**src/rtl/control_sequencer_if.sv**
```systemverilog
// Signal bundle between the control sequencer and the datapath/memory it steers.
// memory_done is a level: a wait state keeps its outputs until memory_done is seen high at a rising edge.
interface control_sequencer_if;
  logic [4:0] ir_opcode;
  logic       memory_done;

  logic       PCout, Zlo_out, MDRout, Cout, Rout, BAout;
  logic       MARin, Zin, PCin, MDRin, IRin, Yin, Rin;
  logic       Gra, Grb, IncPC, Mem_Read, Mem_Write, Mem_enable512x32;
  logic [4:0] opcode;
  logic       run;
  logic       illegal;
  logic [3:0] dbg_state;

  modport master (
    input  ir_opcode, memory_done,
    output PCout, Zlo_out, MDRout, Cout, Rout, BAout,
    output MARin, Zin, PCin, MDRin, IRin, Yin, Rin,
    output Gra, Grb, IncPC, Mem_Read, Mem_Write, Mem_enable512x32,
    output opcode, run, illegal, dbg_state
  );

  modport slave (
    output ir_opcode, memory_done,
    input  PCout, Zlo_out, MDRout, Cout, Rout, BAout,
    input  MARin, Zin, PCin, MDRin, IRin, Yin, Rin,
    input  Gra, Grb, IncPC, Mem_Read, Mem_Write, Mem_enable512x32,
    input  opcode, run, illegal, dbg_state
  );
endinterface

```
**src/rtl/control_sequencer.sv**
```systemverilog
// Moore control sequencer: fetch (T0-T2), decode (T3), execute (T4-T7) for a small load/store/immediate ISA.
// Outputs are registered from the decode of the next state and next latched opcode.
module control_sequencer (
  input  logic               Clock,
  input  logic               clear,
  control_sequencer_if.master io_bus
);

  typedef enum logic [3:0] {
    S_RST, S_T0, S_T1, S_T2, S_T3, S_T4, S_T5, S_T6, S_T7, S_HALT
  } state_t;

  typedef struct packed {
    logic       pc_out, zlo_out, mdr_out, c_out, r_out, ba_out;
    logic       mar_in, z_in, pc_in, mdr_in, ir_in, y_in, r_in;
    logic       gra, grb, inc_pc, mem_read, mem_write, mem_en;
    logic       run, illegal;
    logic [4:0] alu;
  } ctrl_t;

  localparam logic [4:0] OP_LD   = 5'b00000;
  localparam logic [4:0] OP_LDI  = 5'b00001;
  localparam logic [4:0] OP_ST   = 5'b00010;
  localparam logic [4:0] OP_ADDI = 5'b01001;
  localparam logic [4:0] OP_ORI  = 5'b01010;
  localparam logic [4:0] OP_ANDI = 5'b01011;
  localparam logic [4:0] OP_NOP  = 5'b11000;
  localparam logic [4:0] OP_HALT = 5'b11011;

  localparam logic [4:0] ALU_ADD = 5'b00011;
  localparam logic [4:0] ALU_OR  = 5'b00110;
  localparam logic [4:0] ALU_AND = 5'b00101;

  state_t     r_state, w_next_state;
  logic [4:0] r_op, w_next_op;
  ctrl_t      r_ctrl, w_ctrl;
  logic       w_mem_op;
  logic       w_defined;

  function automatic logic is_defined(input logic [4:0] op);
    case (op)
      OP_LD, OP_LDI, OP_ST, OP_ADDI, OP_ORI, OP_ANDI, OP_NOP, OP_HALT: is_defined = 1'b1;
      default:                                                         is_defined = 1'b0;
    endcase
  endfunction

  always_comb begin
    w_next_state = r_state;
    w_next_op    = r_op;
    case (r_state)
      S_RST: w_next_state = S_T0;
      S_T0:  w_next_state = S_T1;
      S_T1:  w_next_state = io_bus.memory_done ? S_T2 : S_T1;
      S_T2:  w_next_state = S_T3;
      S_T3: begin
        w_next_op = io_bus.ir_opcode;
        case (io_bus.ir_opcode)
          OP_HALT:                                       w_next_state = S_HALT;
          OP_LD, OP_LDI, OP_ST, OP_ADDI, OP_ORI, OP_ANDI: w_next_state = S_T4;
          default:                                       w_next_state = S_T0;
        endcase
      end
      S_T4:  w_next_state = S_T5;
      S_T5:  w_next_state = (r_op == OP_LD || r_op == OP_ST) ? S_T6 : S_T0;
      S_T6: begin
        if (r_op == OP_LD) w_next_state = io_bus.memory_done ? S_T7 : S_T6;
        else               w_next_state = S_T7;
      end
      S_T7: begin
        if (r_op == OP_ST) w_next_state = io_bus.memory_done ? S_T0 : S_T7;
        else               w_next_state = S_T0;
      end
      S_HALT:  w_next_state = S_HALT;
      default: w_next_state = S_RST;
    endcase
  end

  // Decode for the state being entered, so the registered outputs track r_state exactly.
  always_comb begin
    w_ctrl    = '0;
    w_mem_op  = (w_next_op == OP_LD) || (w_next_op == OP_ST);
    w_defined = is_defined(w_next_op);
    w_ctrl.run = (w_next_state != S_RST) && (w_next_state != S_HALT);
    case (w_next_state)
      S_T0: begin
        w_ctrl.pc_out  = 1'b1;
        w_ctrl.inc_pc  = 1'b1;
        w_ctrl.mar_in  = 1'b1;
        w_ctrl.z_in    = 1'b1;
        w_ctrl.illegal = !w_defined;
      end
      S_T1: begin
        w_ctrl.zlo_out  = 1'b1;
        w_ctrl.pc_in    = 1'b1;
        w_ctrl.mdr_in   = 1'b1;
        w_ctrl.mem_read = 1'b1;
        w_ctrl.mem_en   = 1'b1;
      end
      S_T2: begin
        w_ctrl.mdr_out = 1'b1;
        w_ctrl.ir_in   = 1'b1;
      end
      // IR is only valid during T3, so the operand-fetch strobes here cannot depend on it.
      S_T3: begin
        w_ctrl.grb    = 1'b1;
        w_ctrl.r_out  = 1'b1;
        w_ctrl.ba_out = 1'b1;
        w_ctrl.y_in   = 1'b1;
      end
      S_T4: begin
        w_ctrl.c_out = 1'b1;
        w_ctrl.z_in  = 1'b1;
        case (w_next_op)
          OP_LD, OP_LDI, OP_ST, OP_ADDI: w_ctrl.alu = ALU_ADD;
          OP_ORI:                        w_ctrl.alu = ALU_OR;
          OP_ANDI:                       w_ctrl.alu = ALU_AND;
          default:                       w_ctrl.alu = 5'b00000;
        endcase
      end
      S_T5: begin
        w_ctrl.zlo_out = 1'b1;
        w_ctrl.mar_in  = w_mem_op;
        w_ctrl.gra     = !w_mem_op;
        w_ctrl.r_in    = !w_mem_op;
      end
      S_T6: begin
        w_ctrl.mdr_in = 1'b1;
        if (w_next_op == OP_LD) begin
          w_ctrl.mem_read = 1'b1;
          w_ctrl.mem_en   = 1'b1;
        end else begin
          w_ctrl.gra    = 1'b1;
          w_ctrl.r_out  = 1'b1;
          w_ctrl.ba_out = 1'b1;
        end
      end
      S_T7: begin
        w_ctrl.mdr_out = 1'b1;
        if (w_next_op == OP_LD) begin
          w_ctrl.gra  = 1'b1;
          w_ctrl.r_in = 1'b1;
        end else begin
          w_ctrl.mem_write = 1'b1;
          w_ctrl.mem_en    = 1'b1;
        end
      end
      default: ;
    endcase
  end

  always_ff @(posedge Clock or negedge clear) begin
    if (!clear) begin
      r_state <= S_RST;
      r_op    <= 5'b00000;
      r_ctrl  <= '0;
    end else begin
      r_state <= w_next_state;
      r_op    <= w_next_op;
      r_ctrl  <= w_ctrl;
    end
  end

  assign io_bus.PCout            = r_ctrl.pc_out;
  assign io_bus.Zlo_out          = r_ctrl.zlo_out;
  assign io_bus.MDRout           = r_ctrl.mdr_out;
  assign io_bus.Cout             = r_ctrl.c_out;
  assign io_bus.Rout             = r_ctrl.r_out;
  assign io_bus.BAout            = r_ctrl.ba_out;
  assign io_bus.MARin            = r_ctrl.mar_in;
  assign io_bus.Zin              = r_ctrl.z_in;
  assign io_bus.PCin             = r_ctrl.pc_in;
  assign io_bus.MDRin            = r_ctrl.mdr_in;
  assign io_bus.IRin             = r_ctrl.ir_in;
  assign io_bus.Yin              = r_ctrl.y_in;
  assign io_bus.Rin              = r_ctrl.r_in;
  assign io_bus.Gra              = r_ctrl.gra;
  assign io_bus.Grb              = r_ctrl.grb;
  assign io_bus.IncPC            = r_ctrl.inc_pc;
  assign io_bus.Mem_Read         = r_ctrl.mem_read;
  assign io_bus.Mem_Write        = r_ctrl.mem_write;
  assign io_bus.Mem_enable512x32 = r_ctrl.mem_en;
  assign io_bus.opcode           = r_ctrl.alu;
  assign io_bus.run              = r_ctrl.run;
  assign io_bus.illegal          = r_ctrl.illegal;
  assign io_bus.dbg_state        = r_state;

endmodule

```
**src/flat_wrapper.sv**
```systemverilog
// flat-port wrapper written by rule: the top's interface ports become plain ports
module control_sequencer_flat 
  (Clock, clear, io_bus_ir_opcode, io_bus_memory_done, io_bus_PCout, io_bus_Zlo_out, io_bus_MDRout, io_bus_Cout, io_bus_Rout, io_bus_BAout, io_bus_MARin, io_bus_Zin, io_bus_PCin, io_bus_MDRin, io_bus_IRin, io_bus_Yin, io_bus_Rin, io_bus_Gra, io_bus_Grb, io_bus_IncPC, io_bus_Mem_Read, io_bus_Mem_Write, io_bus_Mem_enable512x32, io_bus_opcode, io_bus_run, io_bus_illegal, io_bus_dbg_state);
  control_sequencer_if io_bus_i ();
  input  logic Clock;
  input  logic clear;
  input wire logic [$bits(io_bus_i.ir_opcode)-1:0] io_bus_ir_opcode;
  input wire logic [$bits(io_bus_i.memory_done)-1:0] io_bus_memory_done;
  output wire logic [$bits(io_bus_i.PCout)-1:0] io_bus_PCout;
  output wire logic [$bits(io_bus_i.Zlo_out)-1:0] io_bus_Zlo_out;
  output wire logic [$bits(io_bus_i.MDRout)-1:0] io_bus_MDRout;
  output wire logic [$bits(io_bus_i.Cout)-1:0] io_bus_Cout;
  output wire logic [$bits(io_bus_i.Rout)-1:0] io_bus_Rout;
  output wire logic [$bits(io_bus_i.BAout)-1:0] io_bus_BAout;
  output wire logic [$bits(io_bus_i.MARin)-1:0] io_bus_MARin;
  output wire logic [$bits(io_bus_i.Zin)-1:0] io_bus_Zin;
  output wire logic [$bits(io_bus_i.PCin)-1:0] io_bus_PCin;
  output wire logic [$bits(io_bus_i.MDRin)-1:0] io_bus_MDRin;
  output wire logic [$bits(io_bus_i.IRin)-1:0] io_bus_IRin;
  output wire logic [$bits(io_bus_i.Yin)-1:0] io_bus_Yin;
  output wire logic [$bits(io_bus_i.Rin)-1:0] io_bus_Rin;
  output wire logic [$bits(io_bus_i.Gra)-1:0] io_bus_Gra;
  output wire logic [$bits(io_bus_i.Grb)-1:0] io_bus_Grb;
  output wire logic [$bits(io_bus_i.IncPC)-1:0] io_bus_IncPC;
  output wire logic [$bits(io_bus_i.Mem_Read)-1:0] io_bus_Mem_Read;
  output wire logic [$bits(io_bus_i.Mem_Write)-1:0] io_bus_Mem_Write;
  output wire logic [$bits(io_bus_i.Mem_enable512x32)-1:0] io_bus_Mem_enable512x32;
  output wire logic [$bits(io_bus_i.opcode)-1:0] io_bus_opcode;
  output wire logic [$bits(io_bus_i.run)-1:0] io_bus_run;
  output wire logic [$bits(io_bus_i.illegal)-1:0] io_bus_illegal;
  output wire logic [$bits(io_bus_i.dbg_state)-1:0] io_bus_dbg_state;
  assign io_bus_i.ir_opcode = io_bus_ir_opcode;
  assign io_bus_i.memory_done = io_bus_memory_done;
  assign io_bus_PCout = io_bus_i.PCout;
  assign io_bus_Zlo_out = io_bus_i.Zlo_out;
  assign io_bus_MDRout = io_bus_i.MDRout;
  assign io_bus_Cout = io_bus_i.Cout;
  assign io_bus_Rout = io_bus_i.Rout;
  assign io_bus_BAout = io_bus_i.BAout;
  assign io_bus_MARin = io_bus_i.MARin;
  assign io_bus_Zin = io_bus_i.Zin;
  assign io_bus_PCin = io_bus_i.PCin;
  assign io_bus_MDRin = io_bus_i.MDRin;
  assign io_bus_IRin = io_bus_i.IRin;
  assign io_bus_Yin = io_bus_i.Yin;
  assign io_bus_Rin = io_bus_i.Rin;
  assign io_bus_Gra = io_bus_i.Gra;
  assign io_bus_Grb = io_bus_i.Grb;
  assign io_bus_IncPC = io_bus_i.IncPC;
  assign io_bus_Mem_Read = io_bus_i.Mem_Read;
  assign io_bus_Mem_Write = io_bus_i.Mem_Write;
  assign io_bus_Mem_enable512x32 = io_bus_i.Mem_enable512x32;
  assign io_bus_opcode = io_bus_i.opcode;
  assign io_bus_run = io_bus_i.run;
  assign io_bus_illegal = io_bus_i.illegal;
  assign io_bus_dbg_state = io_bus_i.dbg_state;
  control_sequencer u_core (.Clock(Clock), .clear(clear), .io_bus(io_bus_i));
endmodule
```
**config.mk**
```make
export PLATFORM = sky130hd
export DESIGN_NAME = control_sequencer_flat
export DESIGN_NICKNAME = d
export VERILOG_FILES = /design/src/rtl/control_sequencer_if.sv /design/src/rtl/control_sequencer.sv /design/src/flat_wrapper.sv
export SDC_FILE = /design/constraint.sdc
export NUM_CORES = 1
export LEC_CHECK = 0
export CORE_AREA = 4 4 71 73
export DETAILED_ROUTE_END_ITERATION = 10
export DIE_AREA = 0 0 75 77
export GPL_ROUTABILITY_DRIVEN = 0
export PLACE_DENSITY_LB_ADDON = 0.2
export SETUP_SLACK_MARGIN = 0.05
export SLEW_MARGIN = 20
export SYNTH_ARGS = -nofsm -noshare
export SYNTH_HDL_FRONTEND = slang
export SYNTH_SLANG_ARGS = --single-unit
```
**constraint.sdc**
```tcl
create_clock -name Clock -period 5.04 [get_ports Clock]
set_input_delay 0.504 -clock Clock [delete_from_list [all_inputs] [get_ports Clock]]
set_output_delay 0.504 -clock Clock [all_outputs]
set_load 0.05 [all_outputs]
```
==> images/layer_met2.png <==
Drawn at 4 px/um. Cells faint in the background.
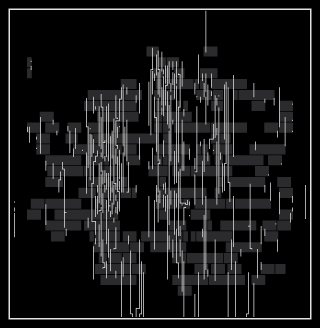
share of all routed wire: 50%
longest straight run: 24.1 um
main direction: vertical

==> images/sizes.png <==
Drawn at 6 px/um.
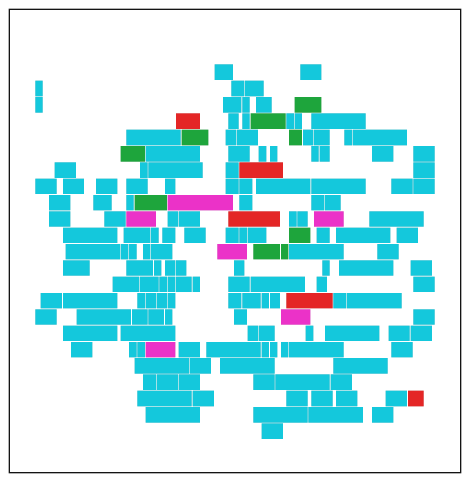
[red] _3 and _4 cells | cells: 5 | share: 2.9%
[cyan] _0 and _1 cells | cells: 153 | share: 88% | most used: clkdlybuf4s50_1
[green] _2 cells | cells: 9 | share: 5.2%
[magenta] _6 and larger | cells: 6 | share: 3.5% | most used: clkbuf_8

==> images/layer_met3.png <==
Drawn at 4 px/um.
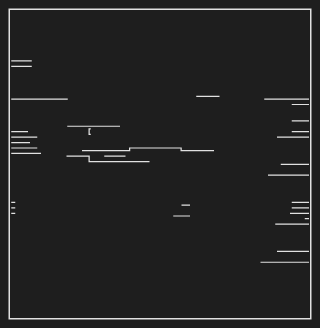
longest straight run: 14.9 um
wire length on this layer: 228 um

==> flow_summary.json <==
{
  "cts-resized-gates": 0,
  "power_switching_mw": 0.695,
  "cp-startpoint": "u_core.io_bus.dbg_state[2]$_DFF_PN0_",
  "clk-power_mw": 0.231,
  "routed_via_density": 5.00,
  "rows": 24,
  "wl_met1_mm": 1.35,
  "status": "completed",
  "core_area_mm2": 0.00435,
  "hold_viol_final": 0,
  "yosys_area_mm2": 0.00151,
  "worstPathArrival_ps": 2660,
  "min_path_type": "input pin to asynchronous set/reset pin",
  "crit_family": "simple AND/OR/NAND/NOR gates",
  "layout.sequential_cells": 30,
  "skew_ps": 6.18,
  "layout.cells.most_common_list": "clkdlybuf4s50_1, dfrtp_1, inv_1",
  "finalSetupTns_ps": 0,
  "most_common_cell": "dfrtp_1",
  "drive_gt1_share_pct": 11.6,
  "first_pass_iters": 4,
  "comb.multi_input.count": 86,
  "vdd_ir_drop_max_v": 0.000265,
  "grt_antenna_before_repair": 0,
  "hpwl_mm": 2.41,
  "drc_errors": 0,
  "overflow": 0,
  "num_tap_cells": 52,
  "fin_area_mm2": 0.00198,
  "htree_levels": 2,
  "synthTopCellsByArea": "dfrtp_1, ha_1, mux2i_1",
  "seq-cell-share_pct": 37.9,
  "use_met2_pct": 18.0,
  "simple_gate_share_pct": 20.5,
  "cpPeakStageDelay_ps": 610,
  "diodes": 0,
  "dpl_cell_area_mm2": 0.00188
}
